==> src/rtl/ter_trit_deser.sv <==
// Ternary trit deserializer: gathers N_TRITS BCT trits (MSB first) into a word
// and presents both the BCT form and its unsigned binary value on valid/ready.
module ter_trit_deser #(
    parameter int N_TRITS = 4,
    parameter int BIN_W   = 7
) (
    input  logic                   clk,
    input  logic                   rst,
    input  logic [1:0]             trit_in,
    input  logic                   trit_valid,
    output logic                   trit_ready,
    output logic [2*N_TRITS-1:0]   word_trits,
    output logic [BIN_W-1:0]       word_bin,
    output logic                   word_valid,
    input  logic                   word_ready,
    output logic                   code_err,
    output logic [3:0]             trit_cnt
);

    typedef enum logic {COLLECT, FULL} state_t;

    state_t                 state, state_n;
    logic [2*N_TRITS-1:0]   shreg, shreg_n, shift_val, word_trits_n;
    logic [BIN_W-1:0]       acc, acc_n, acc_val, word_bin_n;
    logic [3:0]             cnt_n;
    logic                   word_valid_n, code_err_n;
    logic                   accept, illegal;

    // In FULL a trit may only enter when the pending word leaves the same cycle.
    assign trit_ready = (state == COLLECT) ? 1'b1 : word_ready;
    assign accept     = trit_valid && trit_ready;
    assign illegal    = (trit_in == 2'b11);
    assign shift_val  = {shreg[2*N_TRITS-3:0], trit_in};
    assign acc_val    = acc * BIN_W'(3) + BIN_W'(trit_in);

    always_ff @(posedge clk or posedge rst) begin
        if (rst) begin
            state      <= COLLECT;
            shreg      <= '0;
            acc        <= '0;
            trit_cnt   <= '0;
            word_trits <= '0;
            word_bin   <= '0;
            word_valid <= 1'b0;
            code_err   <= 1'b0;
        end else begin
            state      <= state_n;
            shreg      <= shreg_n;
            acc        <= acc_n;
            trit_cnt   <= cnt_n;
            word_trits <= word_trits_n;
            word_bin   <= word_bin_n;
            word_valid <= word_valid_n;
            code_err   <= code_err_n;
        end
    end

    always_comb begin
        state_n      = state;
        shreg_n      = shreg;
        acc_n        = acc;
        cnt_n        = trit_cnt;
        word_trits_n = word_trits;
        word_bin_n   = word_bin;
        word_valid_n = word_valid;
        code_err_n   = 1'b0;

        if (state == FULL && word_ready) begin
            state_n      = COLLECT;
            word_valid_n = 1'b0;
        end

        // N_TRITS >= 2, so a trit taken while leaving FULL can never finish a word.
        if (accept) begin
            if (illegal) begin
                code_err_n = 1'b1;
                shreg_n    = '0;
                acc_n      = '0;
                cnt_n      = '0;
            end else if (trit_cnt == 4'(N_TRITS - 1)) begin
                shreg_n      = shift_val;
                word_trits_n = shift_val;
                word_bin_n   = acc_val;
                word_valid_n = 1'b1;
                state_n      = FULL;
                acc_n        = '0;
                cnt_n        = '0;
            end else begin
                shreg_n = shift_val;
                acc_n   = acc_val;
                cnt_n   = trit_cnt + 4'd1;
            end
        end
    end

endmodule

==> config.mk <==
export PLATFORM = sky130hd
export DESIGN_NAME = ter_trit_deser
export DESIGN_NICKNAME = d
export VERILOG_FILES = /design/src/rtl/ter_trit_deser.sv
export SDC_FILE = /design/constraint.sdc
export NUM_CORES = 1
export LEC_CHECK = 0
export ABC_CLOCK_PERIOD_IN_PS = 4000
export CORE_MARGIN = 2
export CORE_UTILIZATION = 57
export CTS_CLUSTER_SIZE = 40
export DETAILED_ROUTE_END_ITERATION = 10
export GPL_ROUTABILITY_DRIVEN = 0
export PLACE_DENSITY = 0.84
export SLEW_MARGIN = 5
export SYNTH_ARGS = -nofsm -noshare
export SYNTH_HDL_FRONTEND = slang
export SYNTH_SLANG_ARGS = --single-unit
==> constraint.sdc <==
create_clock -name clk -period 4 [get_ports clk]
set_input_delay 0.6 -clock clk [delete_from_list [all_inputs] [get_ports clk]]
set_output_delay 0.6 -clock clk [all_outputs]
set_load 0.1 [all_outputs]
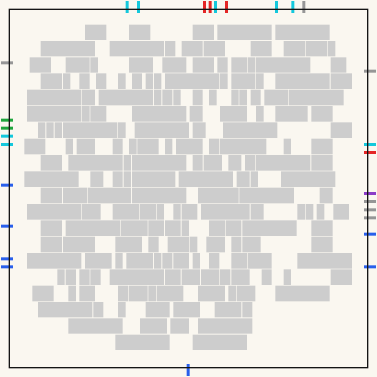
Run 1: pin placement
Scale: 6 px per um. Pins as bars across the die edge, other pins in gray.
[purple] `trit_valid` | pins: 1 | direction: input | edge: right
[green] `trit_in` | pins: 2 | direction: input | edge: left
[red] `trit_cnt` | pins: 4 | direction: output | edge: 3 top, 1 right
[blue] `word_bin` | pins: 7 | direction: output | edge: 4 left, 2 right, 1 bottom
[cyan] `word_trits` | pins: 8 | direction: output | edge: 5 top, 2 left, 1 right
overall die width: 59.5 um
Port Buf Inserts: 27
height of the chip: 59.5 um

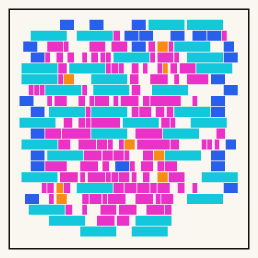
Run 1: cells colored by class
Scale: 4 px per um.
[orange] clock drivers and dummy loads | cells: 8
[blue] other buffers and delay cells | cells: 28
[magenta] all other logic | cells: 119
[cyan] flip-flops | cells: 35
fraction of area in registers: 0.417
Placeable Area: 2980 um2
number of rows in the core area: 20
Final Instance Area: 2100 um2
share of the core filled with cells in the final layout: 0.705

==> flow_summary.html, run 1 <==
<h2>Synthesis and place &amp; route</h2>
<table>
<tr><th>Metric</th><th>Value</th></tr>
<tr><th colspan="2">Critical path</th></tr>
<tr><td>Number of cells on the critical path</td><td>10</td></tr>
<tr><td>Launching instance or port of the critical path</td><td>trit_in[1]</td></tr>
<tr><td>Critical path start-end classification</td><td>input port to flip-flop</td></tr>
<tr><td>List of cells traversed by the critical path</td><td>clkdlybuf4s50_1 -&gt; fa_1 -&gt; ha_1 -&gt; inv_1 -&gt; fa_1 -&gt; inv_1 -&gt; a21o_1 -&gt; a21oi_1 -&gt; xnor2_1 -&gt; mux2_2</td></tr>
<tr><td>Worst-case reg-to-reg path depth</td><td>9</td></tr>
<tr><td>Sum of buffers and inverters on the critical path</td><td>3</td></tr>
<tr><td>Setup crit start kind</td><td>input port</td></tr>
<tr><td>Reg-to-reg setup timing slack</td><td>1.61 ns</td></tr>
<tr><td>Critical Path Max Stage Delay</td><td>0.58 ns</td></tr>
<tr><td>Termination of the worst setup path</td><td>word_bin[5]</td></tr>
<tr><td>Critical path's slowest cell</td><td>fa_1</td></tr>
<tr><td>Reg-to-reg startpoint</td><td>acc[0]</td></tr>
<tr><td>Worst setup EP type</td><td>flip-flop</td></tr>
<tr><td>Critical register-to-register path endpoint</td><td>word_bin[5]</td></tr>
<tr><td>Largest delay contributor family on the critical path</td><td>adder cells</td></tr>
<tr><td>Crit path DRT</td><td>4.23 ns</td></tr>
<tr><td>Largest fanout of any net on the critical path</td><td>7</td></tr>
<tr><th colspan="2">Synth</th></tr>
<tr><td>Cell taking the most area after synthesis</td><td>dfrtp_1</td></tr>
<tr><td>Mean post-synth cell area</td><td>11.1 um2</td></tr>
<tr><td>Number of flops mapped to enable cells by yosys</td><td>0</td></tr>
<tr><td>Flop and latch count out of synthesis</td><td>35</td></tr>
<tr><td>Distinct lib cells</td><td>35</td></tr>
<tr><td>Number of nets in the synthesized netlist</td><td>177</td></tr>
<tr><td>Total standard cell area after synthesis</td><td>1750 um2</td></tr>
<tr><td>Area share of the largest cell type after synthesis</td><td>0.499</td></tr>
<tr><td>Commonest cells in the synthesized netlist</td><td>35 x dfrtp_1, 24 x nand2_1, 17 x o21ai_0</td></tr>
<tr><td>Post-Synthesis Cells</td><td>158</td></tr>
<tr><td>Share of synthesized registers carrying an async set or reset</td><td>1.00</td></tr>
<tr><td>Synth Seq Share</td><td>0.499</td></tr>
<tr><td>Top cells by area in the synthesized netlist</td><td>dfrtp_1 50%, ha_1 7.8%, mux2_2 5.1%</td></tr>
<tr><td>Top FF cell, synth</td><td>dfrtp_1</td></tr>
<tr><th colspan="2">Clocking</th></tr>
<tr><td>CTS H-tree lvls</td><td>2</td></tr>
<tr><td>Post-CTS Resized</td><td>0</td></tr>
<tr><td>Quantity of hold-fixing buffers added after cts</td><td>0</td></tr>
<tr><td>Sink Count</td><td>35</td></tr>
<tr><td>Clk buf depth</td><td>2</td></tr>
<tr><td>Insertion delay to the later sink of the worst-skew pair</td><td>0.36 ns</td></tr>
<tr><td>Register clock-pin slew on the reported worst setup and hold paths</td><td>~0.10 ns</td></tr>
<tr><td>Clock root buffer</td><td>clkbuf_4</td></tr>
<tr><td>Post-CTS setup buffer count</td><td>0</td></tr>
<tr><td>Number of buffers created by CTS</td><td>5</td></tr>
<tr><th colspan="2">Final timing</th></tr>
<tr><td>Peak clock frequency supported by timing</td><td>354 MHz</td></tr>
<tr><td>Setup TNS</td><td>0 ns</td></tr>
<tr><td>Clock skew after layout</td><td>0.0166 ns</td></tr>
<tr><td>Total setup violations reported at the end of the flow</td><td>0</td></tr>
<tr><td>Final clock period utilization by the worst path</td><td>0.705</td></tr>
<tr><td>Slew of the pin with the lowest slew margin</td><td>0.989 ns</td></tr>
<tr><td>RSZ-0062 raised after global routing</td><td>no</td></tr>
<tr><td>Max-slew violation total from the final report</td><td>0</td></tr>
<tr><td>Minimum clock period after layout</td><td>approximately 2.8 ns</td></tr>
<tr><td>Relative max-transition margin</td><td>0.338</td></tr>
<tr><th colspan="2">Routing</th></tr>
<tr><td>DRT iter0 DRCs</td><td>23</td></tr>
<tr><td>Wire length per cell</td><td>15.4 um</td></tr>
<tr><td>Via count</td><td>1,268</td></tr>
<tr><td>ANT nets after route</td><td>0</td></tr>
<tr><td>DRC violation count after routing</td><td>0</td></tr>
<tr><td>First drt pass iteration count</td><td>4</td></tr>
<tr><td>Routed vias/inst</td><td>5.69</td></tr>
<tr><td>Routed wire length</td><td>approximately 3400 um</td></tr>
<tr><th colspan="2">Global route</th></tr>
<tr><td>Pin count of the biggest net entering global routing</td><td>36</td></tr>
<tr><td>Wire length of the first global-routing pass</td><td>approximately 5900 um</td></tr>
<tr><td>Vias in the first global route</td><td>1,278</td></tr>
<tr><td>Antenna violations before repair</td><td>0</td></tr>
<tr><td>GRT Total Usage</td><td>0.233</td></tr>
<tr><td>Global route total overflow</td><td>0</td></tr>
<tr><th colspan="2">Finish</th></tr>
<tr><td>Dominant logic cell types in the final layout</td><td>35 x dfrtp_1, 26 x clkdlybuf4s50_1, 24 x nand2_1</td></tr>
<tr><td>Post-layout instance count excluding filler cells</td><td>223</td></tr>
<tr><td>Proportion of layout cells with a drive suffix above 1</td><td>0.132</td></tr>
<tr><td>Layout Area Growth over Synthesis</td><td>19.6%</td></tr>
<tr><td>Number of nets in the layout</td><td>208</td></tr>
<tr><td>Top logic cell by instance count in the layout</td><td>dfrtp_1</td></tr>
<tr><th colspan="2">Flow run</th></tr>
<tr><td>Tool Warnings</td><td>26</td></tr>
<tr><td>Number of maximum-capacitance violations</td><td>0</td></tr>
<tr><th colspan="2">Placed design</th></tr>
<tr><td>Placed instance count</td><td>215</td></tr>
<tr><td>Hpwl dp</td><td>2430 um</td></tr>
<tr><th colspan="2">Run status</th></tr>
<tr><td>Outcome</td><td>finished, final reports clean</td></tr>
<tr><th colspan="2">Hold path</th></tr>
<tr><td>Start point of the worst hold path</td><td>word_bin[6]</td></tr>
<tr><td>Class of the worst hold path</td><td>flip-flop to flip-flop</td></tr>
<tr><td>Worst hold stages</td><td>2</td></tr>
<tr><td>WHS Endpoint</td><td>word_bin[6]</td></tr>
<tr><th colspan="2">Floorplan</th></tr>
<tr><td>Boundary pin count</td><td>28</td></tr>
</table>
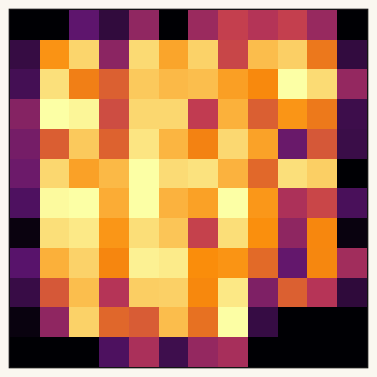
Run 1: placement density heat map
Scale: 6 px per um. The die is cut into 12 by 12 equal tiles; black is low, pale yellow is high, 0 to 100% covered.
tiles over 75% full: 43%
densest ninth of the die: middle
mean over tiles: 58%
fullest tile: 100%
nearly empty tiles: 10%
initial cell density of the core: 0.589

==> run 1: tightest hold or removal path, delay by kind of cell (launching register included) <==
family | cells | cell delay, ns
compound gates | 1 | 0.06
flops | 1 | 0.35
simple gates | 1 | 0.05
==> run 1: logic make-up after synthesis <==
group	count (synthesis)	share of synthesized area
buffers and inverters	11	0.0300
flip-flops	35	0.499
AND/OR/NAND/NOR	48	0.141
adder cells (fa/ha/maj)	13	0.101
multiplexers	10	0.0685
AND-OR/OR-AND	36	0.128
XOR/XNOR	5	0.0328
==> run 1: metal layers <==
layer  global-route usage  wire (um)  up-vias
met5                    0          0        -
li1                     -          -      619
met2                0.372       1740       28
met1                0.285       1520      616
met3               0.0742        123        5
met4                0.110         58        0
==> run 1: metrics by stage <==
stage,utilization,hold slack [ns],worst slack [ns]
detailed placement,0.687,0.474,0.833
CTS,0.705,0.502,1.19
finish,0.705,0.492,1.18
global placement,0.687,0.459,0.921
global route,0.705,0.539,1.09
floorplan,-,0.446,1.54
==> run 1: layout make-up <==
cell class                 count  area, um2
clock inverter                 2       12.5
multi-input combinational    112        826
sequential                    35        876
fill                         247        880
timing repair buffer          28        275
tap                           33       41.3
clock buffer                   6       41.3
inverter                       7       26.3
==> run 1: registers in the layout (all words and copies together) (netlist names) <==
signal      flops
word_trits      8
code_err        1
trit_cnt        4
shreg           6
word_bin        7
state           1
acc             7
word_valid      1
==> run 2: changes to the inputs <==
--- a/config.mk
+++ b/config.mk
@@ -5,13 +5,13 @@
 export SDC_FILE = /design/constraint.sdc
 export NUM_CORES = 1
 export LEC_CHECK = 0
-export ABC_CLOCK_PERIOD_IN_PS = 4000
+export ABC_CLOCK_PERIOD_IN_PS = 2300
 export CORE_MARGIN = 2
-export CORE_UTILIZATION = 57
+export CORE_UTILIZATION = 47
 export CTS_CLUSTER_SIZE = 40
 export DETAILED_ROUTE_END_ITERATION = 10
 export GPL_ROUTABILITY_DRIVEN = 0
-export PLACE_DENSITY = 0.84
+export PLACE_DENSITY = 0.74
 export SLEW_MARGIN = 5
 export SYNTH_ARGS = -nofsm -noshare
 export SYNTH_HDL_FRONTEND = slang
==> constraint.sdc (replaced) <==
create_clock -name clk -period 2.3 [get_ports clk]
set_input_delay 0.345 -clock clk [delete_from_list [all_inputs] [get_ports clk]]
set_output_delay 0.345 -clock clk [all_outputs]
set_load 0.1 [all_outputs]
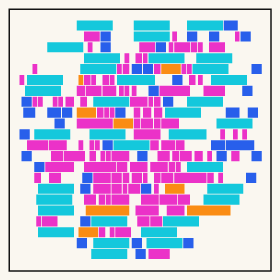
Run 2: cells colored by class
Scale: 4 px per um.
[magenta] all other logic | cells: 119
[orange] clock drivers and dummy loads | cells: 8
[blue] other buffers and delay cells | cells: 40
[cyan] flip-flops | cells: 35

==> run 2 against run 1 <==
Against the previous run: non-clock buffer count rose by 12; flip-flop count did not move; synthesized cell count unchanged; via count rose by 2.8%; final cell count increased by 12%; utilization shrank 7.3 points; die size grew 20%; routed wire length is 1.2% lower; sequential share of layout area down 3.5 points; first-iteration DRC count increased by 87%; critical endpoint unchanged; largest cell class unchanged; highest routed layer unchanged.
==> flow_summary.html, run 2 <==
<h2>Synthesis and place &amp; route</h2>
<table>
<tr><th>Metric</th><th>Value</th></tr>
<tr><th colspan="2">Global route</th></tr>
<tr><td>Pin count of the biggest net entering global routing</td><td>36</td></tr>
<tr><td>Global route total overflow</td><td>0</td></tr>
<tr><td>GR Util met2</td><td>0.291</td></tr>
<tr><th colspan="2">Critical path</th></tr>
<tr><td>Reg-to-reg startpoint</td><td>acc[1]</td></tr>
<tr><td>Worst-case reg-to-reg path depth</td><td>9</td></tr>
<tr><td>Setup crit start kind</td><td>flip-flop</td></tr>
<tr><td>List of cells traversed by the critical path</td><td>fa_1 -&gt; ha_2 -&gt; inv_2 -&gt; fa_2 -&gt; inv_2 -&gt; a21o_1 -&gt; a21oi_2 -&gt; xnor2_2 -&gt; mux2_4</td></tr>
<tr><td>Largest fanout of any net on the critical path</td><td>3</td></tr>
<tr><th colspan="2">Finish</th></tr>
<tr><td>Fill cells</td><td>293</td></tr>
<tr><td>Register Area</td><td>roughly 880 um2</td></tr>
<tr><td>Dominant logic cell types in the final layout</td><td>34 x buf_4, 33 x dfrtp_1, 24 x nand2_1</td></tr>
<tr><td>Area of combinational cells with multiple inputs</td><td>between 800 and 900 um2</td></tr>
<tr><td>Top reg by flops</td><td>word_trits</td></tr>
<tr><td>Top logic cell by instance count in the layout</td><td>buf_4</td></tr>
<tr><td>Number of nets in the layout</td><td>between 200 and 250</td></tr>
<tr><td>Number of flip-flops in the largest register</td><td>8</td></tr>
<tr><th colspan="2">Clocking</th></tr>
<tr><td>Number of buffers created by CTS</td><td>5</td></tr>
<tr><td>Clock root buffer</td><td>clkbuf_8</td></tr>
<tr><td>Insertion delay to the later sink of the worst-skew pair</td><td>between 0.2 and 0.3 ns</td></tr>
<tr><th colspan="2">Floorplan</th></tr>
<tr><td>Overall die width</td><td>65.1 um</td></tr>
<tr><td>Number of rows in the core area</td><td>22</td></tr>
<tr><td>Height of the chip</td><td>65.1 um</td></tr>
<tr><th colspan="2">Synth</th></tr>
<tr><td>Synth Seq Share</td><td>0.499</td></tr>
<tr><td>Synth mux share</td><td>0.0685</td></tr>
<tr><td>Largest family of logic cells by area</td><td>simple AND/OR/NAND/NOR gates</td></tr>
<tr><td>Top FF cell, synth</td><td>dfrtp_1</td></tr>
<tr><td>Number of nets in the synthesized netlist</td><td>between 150 and 200</td></tr>
<tr><td>Commonest cells in the synthesized netlist</td><td>35 x dfrtp_1, 24 x nand2_1, 17 x o21ai_0</td></tr>
<tr><td>Share of synthesized registers carrying an async set or reset</td><td>1.00</td></tr>
<tr><td>Flop and latch count out of synthesis</td><td>35</td></tr>
<tr><td>Mean post-synth cell area</td><td>11.1 um2</td></tr>
<tr><td>XOR/XNOR share of the synthesized area</td><td>0.0328</td></tr>
<tr><td>Basic-gate share of the synthesized area counting and, or, nand and nor cells</td><td>0.141</td></tr>
<tr><th colspan="2">Placed design</th></tr>
<tr><td>Hpwl dp</td><td>2470 um</td></tr>
<tr><th colspan="2">Final timing</th></tr>
<tr><td>Final clock period utilization by the worst path</td><td>0.983</td></tr>
<tr><td>Max-slew violation total from the final report</td><td>0</td></tr>
<tr><td>Slack of the critical path</td><td>~0.040 ns</td></tr>
<tr><td>Minimum clock period after layout</td><td>2.26 ns</td></tr>
<tr><th colspan="2">Hold path</th></tr>
<tr><td>Class of the worst hold path</td><td>input port to async pin</td></tr>
<tr><th colspan="2">Routing</th></tr>
<tr><td>Wire length per cell</td><td>13.6 um</td></tr>
<tr><td>First drt pass iteration count</td><td>4</td></tr>
<tr><td>DRC violation count after routing</td><td>0</td></tr>
<tr><td>Routed wire length</td><td>about 3400 um</td></tr>
<tr><th colspan="2">Flow run</th></tr>
<tr><td>Tool Warnings</td><td>27</td></tr>
<tr><th colspan="2">Run status</th></tr>
<tr><td>Outcome</td><td>finished, final reports clean</td></tr>
</table>
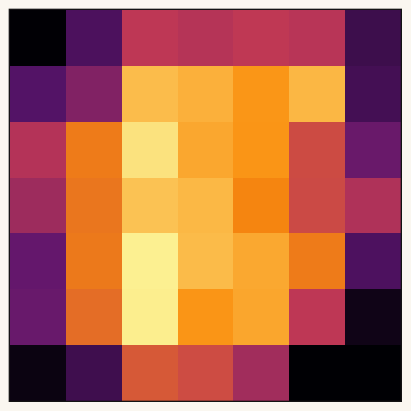
Run 2: placement density heat map
Scale: 6 px per um. The die is cut into 7 by 7 equal tiles; black is low, pale yellow is high, 0 to 100% covered.
fullest tile: 97%
mean over tiles: 53%
emptiest ninth of the die: bottom right
nearly empty tiles: 6.1%

-- run 2: final cells by class --
type / instances / area share
repair buffers: 40 / 0.141
clock inverters: 2 / 0.0262
inverters: 7 / 0.0115
multi-input cells: 112 / 0.381
clock buffers: 6 / 0.0316
flip-flops and latches: 35 / 0.383
well taps: 48 / 0.0262
-- run 2: worst paths after layout --
path	endpoint	slack [ns]
setup / recovery	word_bin[5]	0.04
hold / removal	shreg[4]	0.46
setup reg to reg	word_bin[5]	0.04
hold reg to reg	word_bin[6]	0.48
max in group asynchronous	trit_cnt[0]	1.51
min in group clk	word_bin[6]	0.48
-- run 2: critical path: cells and delay by family (launching register included) --
family / cells / cell delay [ns]
compound gates: 2 / 0.19
xor+xnor: 1 / 0.14
fa+ha+maj: 3 / 1.06
buf+inv: 2 / 0.09
flops: 1 / 0.41
mux: 1 / 0.27
-- run 2: what timing repair did --
item	in CTS	in global routing
buffers inserted	0	2
resized	2	10
pin swaps	0	10
cloned	0	0
endpoints found under the setup margin	4	4
-- run 2: metrics by stage --
step,hold WS (ns),instance area [um2],TNS [ns]
global placement,0.459,2100,-2.38
detailed placement,0.471,2100,-2.58
floorplan,0.446,1760,0
CTS,0.463,2240,0
global route,0.492,2290,-0.0648
finish,0.459,2290,0
==> run 3: changes to the inputs <==
--- a/config.mk
+++ b/config.mk
@@ -12,6 +12,8 @@
 export DETAILED_ROUTE_END_ITERATION = 10
 export GPL_ROUTABILITY_DRIVEN = 0
 export PLACE_DENSITY = 0.74
+export SETUP_SLACK_MARGIN = 0.1
+export SKIP_LAST_GASP = 1
 export SLEW_MARGIN = 5
 export SYNTH_ARGS = -nofsm -noshare
 export SYNTH_HDL_FRONTEND = slang
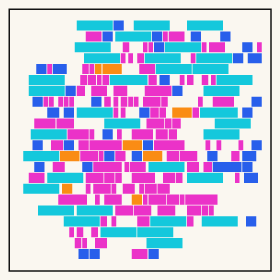
Run 3: cells colored by class
Scale: 4 px per um.
[orange] clock drivers and dummy loads | cells: 8
[blue] other buffers and delay cells | cells: 39
[cyan] flip-flops | cells: 35
[magenta] all other logic | cells: 119

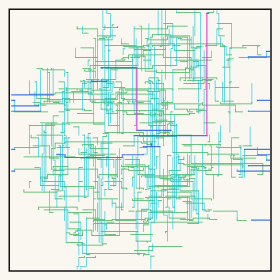
Run 3: routed metal, one color a layer
Scale: 4 px per um.
[magenta] met4 | wire length: 46.2 um
[blue] met3 | wire length: 136 um
[green] met1 | wire length: 1,530 um
[cyan] met2 | wire length: 1,740 um

==> run 3 against run 2 <==
Against the previous run: fmax decreased by 0.13%; clock skew decreased by 0.0041 ns; routed wire length rose by 1.6%; synthesized area unchanged; flip-flop count unchanged; utilization shrank 1.3 points; non-clock buffer count shrank 1; worst setup slack lost 0.0030 ns.
==> flow_summary.html, run 3 <==
<h2>Synthesis and place &amp; route</h2>
<table>
<tr><th>Metric</th><th>Value</th></tr>
<tr><th colspan="2">Run status</th></tr>
<tr><td>Outcome</td><td>finished, final reports clean</td></tr>
<tr><th colspan="2">Global route</th></tr>
<tr><td>Layer carrying the most global-route usage</td><td>met2</td></tr>
<tr><td>Vias in the first global route</td><td>1,323</td></tr>
<tr><td>GRT Total Usage</td><td>0.186</td></tr>
<tr><td>Met1 usage in global routing</td><td>0.230</td></tr>
<tr><td>Pin count of the biggest net entering global routing</td><td>36</td></tr>
<tr><td>Antenna violations before repair</td><td>0</td></tr>
<tr><td>Wire length of the first global-routing pass</td><td>around 6000 um</td></tr>
<tr><td>GR Util met2</td><td>0.325</td></tr>
<tr><th colspan="2">Placed design</th></tr>
<tr><td>Port Buf Inserts</td><td>27</td></tr>
<tr><th colspan="2">Critical path</th></tr>
<tr><td>Sum of buffers and inverters on the critical path</td><td>2</td></tr>
<tr><td>Largest fanout of any net on the critical path</td><td>2</td></tr>
<tr><td>Number of cells on the critical path</td><td>9</td></tr>
<tr><td>Crit path DRT</td><td>around 2.5 ns</td></tr>
<tr><td>Critical path's slowest cell</td><td>fa_1</td></tr>
<tr><td>Worst-case reg-to-reg path depth</td><td>9</td></tr>
<tr><td>Critical path start-end classification</td><td>flip-flop to flip-flop</td></tr>
<tr><td>Worst setup EP type</td><td>flip-flop</td></tr>
<tr><td>Largest delay contributor family on the critical path</td><td>adder cells</td></tr>
<tr><td>Critical Path Max Stage Delay</td><td>0.53 ns</td></tr>
<tr><th colspan="2">Final timing</th></tr>
<tr><td>Max-slew violation total from the final report</td><td>0</td></tr>
<tr><td>Setup TNS</td><td>0 ns</td></tr>
<tr><td>RSZ-0062 raised after global routing</td><td>yes</td></tr>
<tr><td>Peak clock frequency supported by timing</td><td>442 MHz</td></tr>
<tr><td>Minimum clock period after layout</td><td>2.26 ns</td></tr>
<tr><td>Clock skew after layout</td><td>0.00532 ns</td></tr>
<tr><td>Final clock period utilization by the worst path</td><td>0.984</td></tr>
<tr><td>Slew of the pin with the lowest slew margin</td><td>0.437 ns</td></tr>
<tr><td>Worst Hold Slack</td><td>0.452 ns</td></tr>
<tr><td>Relative max-transition margin</td><td>0.709</td></tr>
<tr><td>Total setup violations reported at the end of the flow</td><td>0</td></tr>
<tr><th colspan="2">Floorplan</th></tr>
<tr><td>Height of the chip</td><td>around 65 um</td></tr>
<tr><td>Initial cell density of the core</td><td>0.483</td></tr>
<tr><td>Number of rows in the core area</td><td>22</td></tr>
<tr><td>Placeable Area</td><td>3630 um2</td></tr>
<tr><th colspan="2">Routing</th></tr>
<tr><td>First drt pass iteration count</td><td>4</td></tr>
<tr><td>Via count</td><td>1,305</td></tr>
<tr><td>DRT iter0 DRCs</td><td>54</td></tr>
<tr><td>Amount of wire on met2 after detailed routing</td><td>1740 um</td></tr>
<tr><td>Routed vias/inst</td><td>5.24</td></tr>
<tr><td>DRT met1 WL</td><td>1530 um</td></tr>
<tr><td>Routed length on met3</td><td>135 um</td></tr>
<tr><td>Wire length per cell</td><td>13.9 um</td></tr>
<tr><td>DRC violation count after routing</td><td>0</td></tr>
<tr><td>Top layer used by detailed routing</td><td>met4</td></tr>
<tr><th colspan="2">Synth</th></tr>
<tr><td>Distinct lib cells</td><td>35</td></tr>
<tr><td>Flop and latch count out of synthesis</td><td>35</td></tr>
<tr><td>Number of flops mapped to enable cells by yosys</td><td>0</td></tr>
<tr><td>Number of nets in the synthesized netlist</td><td>approximately 180</td></tr>
<tr><td>Synth Seq Share</td><td>0.499</td></tr>
<tr><td>Synth mux share</td><td>0.0685</td></tr>
<tr><td>Basic-gate share of the synthesized area counting and, or, nand and nor cells</td><td>0.141</td></tr>
<tr><td>Top FF cell, synth</td><td>dfrtp_1</td></tr>
<tr><td>Largest family of logic cells by area</td><td>simple AND/OR/NAND/NOR gates</td></tr>
<tr><td>Area share of the largest cell type after synthesis</td><td>0.499</td></tr>
<tr><td>Total standard cell area after synthesis</td><td>~1800 um2</td></tr>
<tr><td>Mean post-synth cell area</td><td>11.1 um2</td></tr>
<tr><td>Post-Synthesis Cells</td><td>between 150 and 200</td></tr>
<tr><td>Top cells by area in the synthesized netlist</td><td>dfrtp_1 50%, ha_1 7.8%, mux2_2 5.1%</td></tr>
<tr><td>XOR/XNOR share of the synthesized area</td><td>0.0328</td></tr>
<tr><td>Cell taking the most area after synthesis</td><td>dfrtp_1</td></tr>
<tr><td>Share of synthesized registers carrying an async set or reset</td><td>1.00</td></tr>
<tr><td>Fa+ha+maj area frac</td><td>0.101</td></tr>
<tr><th colspan="2">Finish</th></tr>
<tr><td>Number of nets in the layout</td><td>219</td></tr>
<tr><td>Layout Area Growth over Synthesis</td><td>28.0%</td></tr>
<tr><td>Top reg by flops</td><td>word_trits</td></tr>
<tr><td>Fill cells</td><td>a little under 300</td></tr>
<tr><td>Proportion of layout cells with a drive suffix above 1</td><td>0.353</td></tr>
<tr><td>Number of flip-flops in the largest register</td><td>8</td></tr>
<tr><td>Register Area</td><td>878 um2</td></tr>
<tr><td>Dominant logic cell types in the final layout</td><td>33 x dfrtp_1, 33 x buf_4, 24 x nand2_1</td></tr>
<tr><td>Regs by FF count</td><td>word_trits (8), acc (7), word_bin (7)</td></tr>
<tr><th colspan="2">Clocking</th></tr>
<tr><td>CTS H-tree lvls</td><td>2</td></tr>
<tr><td>Clock root buffer</td><td>clkbuf_8</td></tr>
<tr><td>Insertion delay to the later sink of the worst-skew pair</td><td>0.29 ns</td></tr>
<tr><td>Quantity of hold-fixing buffers added after cts</td><td>0</td></tr>
<tr><td>Clock tree from TritonCTS</td><td>yes</td></tr>
<tr><td>Sink Count</td><td>35</td></tr>
<tr><td>Clk buf depth</td><td>2</td></tr>
<tr><th colspan="2">Flow run</th></tr>
<tr><td>Tool Warnings</td><td>28</td></tr>
<tr><td>Number of maximum-capacitance violations</td><td>0</td></tr>
<tr><th colspan="2">Hold path</th></tr>
<tr><td>Class of the worst hold path</td><td>input port to async pin</td></tr>
</table>
## run 3: netlist changes by cell type in the layout (fill, tap and decap cells not counted), sizes merged
cell,before,now
bufinv,2,0
clkinvlp,0,2
buf,35,34
clkbuf,6,5
clkinv,0,1
## run 3: timing repair
| item | in CTS | in global routing |
|---|---|---|
| gates resized | 7 | 5 |
| setup buffers | 3 | 0 |
| pin swaps | 10 | 7 |
| endpoints found under the setup margin | 8 | 4 |
## run 3: through the flow
step	std cells	setup slack, ns	util	cell area [um2]
finish	249	0.0367	0.618	2250
global route	249	-0.0582	0.618	2250
floorplan	158	0.121	-	1760
global placement	238	-0.362	0.575	2090
CTS	249	0.0511	0.612	2220
detailed placement	238	-0.434	0.575	2090
## run 3: final timing paths
check / startpoint / end / slack, ns
setup / recovery: acc[0] / word_bin[5] / 0.04
hold / removal: rst / shreg[4] / 0.45
setup reg to reg: acc[0] / word_bin[5] / 0.04
hold reg to reg: word_bin[6] / word_bin[6] / 0.48
max in group asynchronous: rst / trit_cnt[1] / 1.51
min in group clk: word_bin[6] / word_bin[6] / 0.48
## run 3: layout make-up
| cell class | count | area share |
|---|---|---|
| multi-input combinational | 112 | 0.390 |
| tap | 48 | 0.0267 |
| timing repair buffer | 39 | 0.141 |
| clock buffer | 5 | 0.0306 |
| inverter | 7 | 0.0117 |
| sequential | 35 | 0.391 |
| clock inverter | 3 | 0.00891 |

## Gallery

The clock network.
panel A
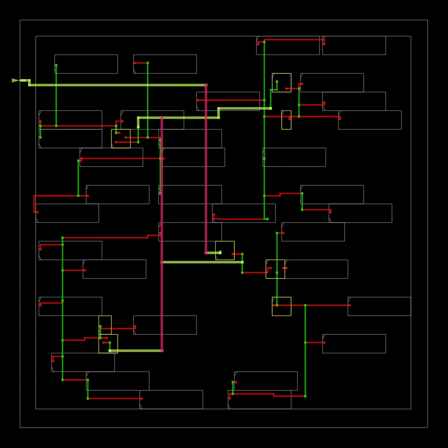
panel B
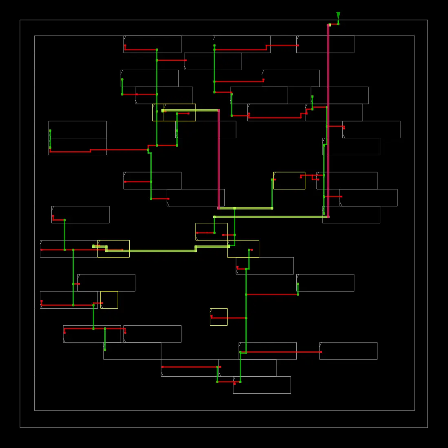
panel C
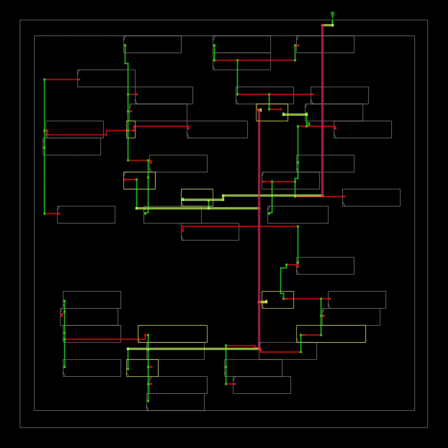
run 3 -> panel B
run 1 -> panel A
run 2 -> panel C

